**src/rtl/multicycle_ctrl.sv**
```systemverilog
// rtl/multicycle_ctrl.sv - multicycle RISC-V style control FSM (optional MULTICYCLE_CTRL_PERF_EN retire counter)
module multicycle_ctrl (
  input  logic        clk,
  input  logic        rst_n,
  input  logic [6:0]  opcode,
  input  logic        funct7_5,
  input  logic        cero,
  input  logic        mem_ready,
  output logic        mem_req,
  output logic        MEM_RD,
  output logic        MEM_WR,
  output logic        ir_we,
  output logic        pc_we,
  output logic        S_Mux_A,
  output logic [1:0]  S_Mux_B,
  output logic [1:0]  S_Mux_C,
  output logic [1:0]  control_ALU,
  output logic        REG_RD,
  output logic        REG_WR,
  output logic        trap,
  output logic [2:0]  state
`ifdef MULTICYCLE_CTRL_PERF_EN
  ,
  output logic [31:0] instr_count
`endif
);

  typedef enum logic [2:0] {
    S_FETCH  = 3'd0,
    S_DECODE = 3'd1,
    S_EXEC   = 3'd2,
    S_MEM    = 3'd3,
    S_WB     = 3'd4,
    S_TRAP   = 3'd5
  } state_t;

  localparam logic [6:0] OP_BRANCH = 7'b1100011;
  localparam logic [6:0] OP_LUI    = 7'b0110111;
  localparam logic [6:0] OP_RTYPE  = 7'b0110011;
  localparam logic [6:0] OP_ITYPE  = 7'b0010011;
  localparam logic [6:0] OP_STORE  = 7'b0100011;
  localparam logic [6:0] OP_LOAD   = 7'b0000011;

  state_t     r_state;
  logic [6:0] r_opcode;
  logic       r_funct7_5;

  // Live decode is only consulted in DECODE; everything later uses the latched copy
  logic w_live_legal;
  logic w_live_lui;
  assign w_live_legal = (opcode == OP_BRANCH) || (opcode == OP_LUI)   ||
                        (opcode == OP_RTYPE)  || (opcode == OP_ITYPE) ||
                        (opcode == OP_STORE)  || (opcode == OP_LOAD);
  assign w_live_lui   = (opcode == OP_LUI);

  logic w_is_branch, w_is_lui, w_is_rtype, w_is_itype, w_is_store, w_is_load;
  assign w_is_branch = (r_opcode == OP_BRANCH);
  assign w_is_lui    = (r_opcode == OP_LUI);
  assign w_is_rtype  = (r_opcode == OP_RTYPE);
  assign w_is_itype  = (r_opcode == OP_ITYPE);
  assign w_is_store  = (r_opcode == OP_STORE);
  assign w_is_load   = (r_opcode == OP_LOAD);

  logic [1:0] w_mux_b;
  logic [1:0] w_alu;
  logic [1:0] w_mux_c_wb;
  assign w_mux_b    = (w_is_branch || w_is_lui)  ? 2'b11 :
                      w_is_store                 ? 2'b10 :
                      (w_is_itype || w_is_load)  ? 2'b01 : 2'b00;
  assign w_alu      = (w_is_branch || (w_is_rtype && r_funct7_5)) ? 2'b01 : 2'b00;
  assign w_mux_c_wb = w_is_lui  ? 2'b00 :
                      w_is_load ? 2'b10 : 2'b01;

  assign state = r_state;

  // State sequencing and instruction latch; stray codes fall back to FETCH
  always_ff @(posedge clk or negedge rst_n) begin
    if (!rst_n) begin
      r_state    <= S_FETCH;
      r_opcode   <= 7'b0000000;
      r_funct7_5 <= 1'b0;
    end else begin
      case (r_state)
        S_FETCH:  if (mem_ready) r_state <= S_DECODE;
        S_DECODE: begin
          r_opcode   <= opcode;
          r_funct7_5 <= funct7_5;
          r_state    <= w_live_legal ? S_EXEC : S_TRAP;
        end
        S_EXEC: begin
          if (w_is_branch)                   r_state <= S_FETCH;
          else if (w_is_load || w_is_store)  r_state <= S_MEM;
          else                               r_state <= S_WB;
        end
        S_MEM:    if (mem_ready) r_state <= w_is_load ? S_WB : S_FETCH;
        S_WB:     r_state <= S_FETCH;
        S_TRAP:   r_state <= S_TRAP;
        default:  r_state <= S_FETCH;
      endcase
    end
  end

  // Output decode; gated by rst_n so an asserted reset kills every enable at once
  always_comb begin
    mem_req     = 1'b0;
    MEM_RD      = 1'b0;
    MEM_WR      = 1'b0;
    ir_we       = 1'b0;
    pc_we       = 1'b0;
    S_Mux_A     = 1'b0;
    S_Mux_B     = 2'b00;
    S_Mux_C     = 2'b11;
    control_ALU = 2'b00;
    REG_RD      = 1'b0;
    REG_WR      = 1'b0;
    trap        = 1'b0;
    if (rst_n) begin
      case (r_state)
        S_FETCH: begin
          mem_req = 1'b1;
          MEM_RD  = 1'b1;
          ir_we   = mem_ready;
        end
        S_DECODE: REG_RD = !w_live_lui;
        S_EXEC: begin
          S_Mux_B     = w_mux_b;
          control_ALU = w_alu;
          if (w_is_branch) begin
            pc_we   = 1'b1;
            S_Mux_A = cero;
          end
        end
        S_MEM: begin
          S_Mux_B     = w_mux_b;
          control_ALU = w_alu;
          mem_req     = 1'b1;
          MEM_RD      = w_is_load;
          MEM_WR      = w_is_store;
          pc_we       = w_is_store && mem_ready;
        end
        S_WB: begin
          S_Mux_B     = w_mux_b;
          control_ALU = w_alu;
          S_Mux_C     = w_mux_c_wb;
          REG_WR      = 1'b1;
          pc_we       = 1'b1;
        end
        S_TRAP:  trap = 1'b1;
        default: ;
      endcase
    end
  end

`ifdef MULTICYCLE_CTRL_PERF_EN
  logic [31:0] r_instr_count;
  assign instr_count = r_instr_count;

  // Retired-instruction counter, one tick per PC update, wraps naturally
  always_ff @(posedge clk or negedge rst_n) begin
    if (!rst_n)     r_instr_count <= 32'd0;
    else if (pc_we) r_instr_count <= r_instr_count + 32'd1;
  end
`endif

endmodule

```
**config.mk**
```make
export PLATFORM = sky130hd
export DESIGN_NAME = multicycle_ctrl
export DESIGN_NICKNAME = d
export VERILOG_FILES = /design/src/rtl/multicycle_ctrl.sv
export SDC_FILE = /design/constraint.sdc
export NUM_CORES = 1
export LEC_CHECK = 0
export CAP_MARGIN = 20
export CORE_MARGIN = 4
export CORE_UTILIZATION = 44
export CTS_CLUSTER_DIAMETER = 150
export DETAILED_ROUTE_END_ITERATION = 7
export PLACE_DENSITY = 0.79
export REMOVE_ABC_BUFFERS = 1
export SKIP_CTS_REPAIR_TIMING = 1
export SYNTH_ARGS = -nofsm -noshare
export SYNTH_HDL_FRONTEND = slang
export SYNTH_SLANG_ARGS = --single-unit
```
**constraint.sdc**
```tcl
create_clock -name clk -period 1.8 [get_ports clk]
set_input_delay 0.27 -clock clk [delete_from_list [all_inputs] [get_ports clk]]
set_output_delay 0.27 -clock clk [all_outputs]
set_load 0.02 [all_outputs]
```
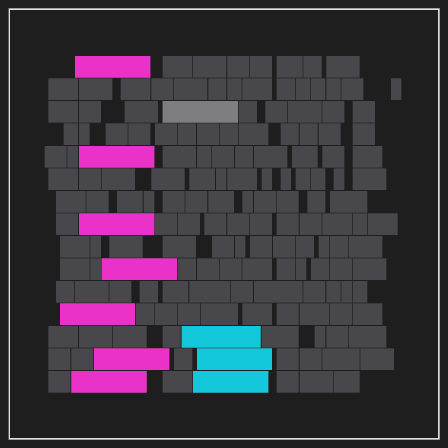
flops_by_reg.png
| colour | signal | sequential cells |
|---|---|---|
| cyan | state | 3 |
| magenta | r_opcode | 7 |
fin util: 85.6%
sequential cell area share: 18.3%
P_seq: 338 uW
register area: 277 um^2

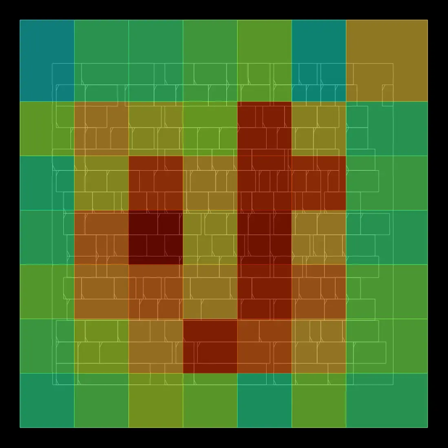
congestion.png
routed length per instance: 16.6 um
met3 usage: 3.44%

==> CHANGELOG.md <==
### Metrics

* Chip Area, Yosys at 842 um^2
* Clock period minus worst slack at 1.91 ns
* CP Class: register to output pin
* Hold Violations, Final at 0
* Leak pwr at between 0.0007 and 0.0008 uW
* Routed wire length on met2 at about 1.6 mm
* Wl on met1 at 1.10 mm
* Via count at 1,025
* Max Clk Rate at 525 MHz
* Chip area at 2680 um^2
* # nets final at 176
* Routed Antenna Nets at 0
* RSZ-0062 raised after global routing: yes
* Pwr Total at 877 uW
* Compound Share, Synth at 14.0%
* Synth warnings at 0
* Tool warnings at 26
* Worst Setup SP: state[1]
* Post-Place Worst Slack at -0.400 ns
* Antenna diodes at 0
* Area after DPL at 1290 um^2
* Sw Pwr at roughly 290 uW
* Comb pwr share at about 42%
* Status: finished, violations left
* Clk pin slew, worst setup/hold paths at 0.07 ns
* Drt pass-1 iters at 4
* Failing checks: negative setup slack
* Final worst setup slack at -0.106 ns
* Switching share of power at 32.8%
* Die H at between 50 and 60 um
* PwrDens at 580 nW/um^2
* Dominant cell area share at 32.7%
* Comb area leader: simple AND/OR/NAND/NOR gates
* Non-filler instance count after layout at about 190
* Setup violations, final at 5
* DRC viols at 0
* Register share after synthesis at 32.7%
* Internal power at slightly below 600 uW
* Cts bufs inserted at 3
* Multiplexer area fraction after synthesis at a little over an eighth
* R2R depth at 7
* Slowest CP cell: dfrtp_2
* Max layer used: met4
* Worst hold slack at a little under 0.4 ns
* Cell family with most CP delay: simple AND/OR/NAND/NOR gates
* Critical R2R Launch: state[0]
* Number of enable flip-flop cells at 0
* Worst Path Required at 1.53 ns
* Setup crit end kind: output pin
* Yosys cell count at around 95
* Core Util at FP at 47.7%
* Mapped Area at 842 um^2
* Worst-path cell chain: nor3b_2 -> o211a_1 -> nand2_2 -> nor3_2 -> buf_4
* Main flop type: dfrtp_1
* #FFs+latches synth at 11
* FA/HA/MAJ Cells, Area Fraction at 0%
* Via density per instance at between 5 and 6
* XOR Share, Synth at 0%
* Grt met2 use at 34.1%
* Core Rows at 15
* Ys async rst share at 100%
* Max cap viols at 0
* CORE AREA at 1760 um^2
* GRT met1 Usage at a little under a quarter
* Worst path max stage delay at 0.45 ns
* WP buf/inv at 1
* Cell Type Count at 39
* Number of I/O port buffers at 28
* Area leader, netlist: dfrtp_1
* Reg power frac at 38.6%
* Clock share of power at 19.3%
* Initial antenna violation count at 0
* Reg2reg end: state[0]
* Vias in the first global route at 884
* DR iter-0 viols at 20
* Cycle use final at 106%
* P_comb at 369 uW
* Clk root buf: clkbuf_4
* Chip width at 51.7 um
* GR Overflow Total at 0
* Synth top area cells: dfrtp_1 33%, mux2_2 11%, nand2_1 4.5%
* GRT Overall Usage at 19.2%
* Pwr top: combinational cells
* GRT busiest layer: met2
* Clock Sinks at 11
* Max VDD drop at between 0.5 and 0.6 mV
* Cell count along the critical path at 5
* Setup slack, reg-to-reg at 0.16 ns
* Total wire length at approximately 3.1 mm
* Detailed-placement wirelength estimate at 1.76 mm
* Placed Cells at 167
* Critical path arrival at 1.64 ns
## layout by cell type, fill, tap and decap left out, types with 3 or more instances in the layout
cell / netlist / layout
nand2_1: 10 / 7
buf_6: 1 / 8
nor2_2: 1 / 3
dlymetal6s2s_1: 0 / 3
mux2_2: 8 / 8
clkdlybuf4s50_1: 0 / 14
clkbuf_4: 0 / 3
nand2_2: 0 / 3
dfrtp_1: 11 / 10
buf_4: 3 / 42
nor2b_1: 6 / 5
nor2_1: 9 / 6
a21oi_1: 5 / 4
## sequential cells by signal, summed over array words and instances (netlist names)
register / cells
r_opcode: 7
r_funct7_5: 1
state: 3
## cell type report
type                       instances  area [um^2]
timing repair buffer              70          598
multi-input combinational         76          569
sequential                        11          277
fill                             106          254
tap                               25         31.3
clock buffer                       3         22.5
inverter                           2         7.51
clock inverter                     1         5.00
Power is estimated from default activity; no workload was simulated.
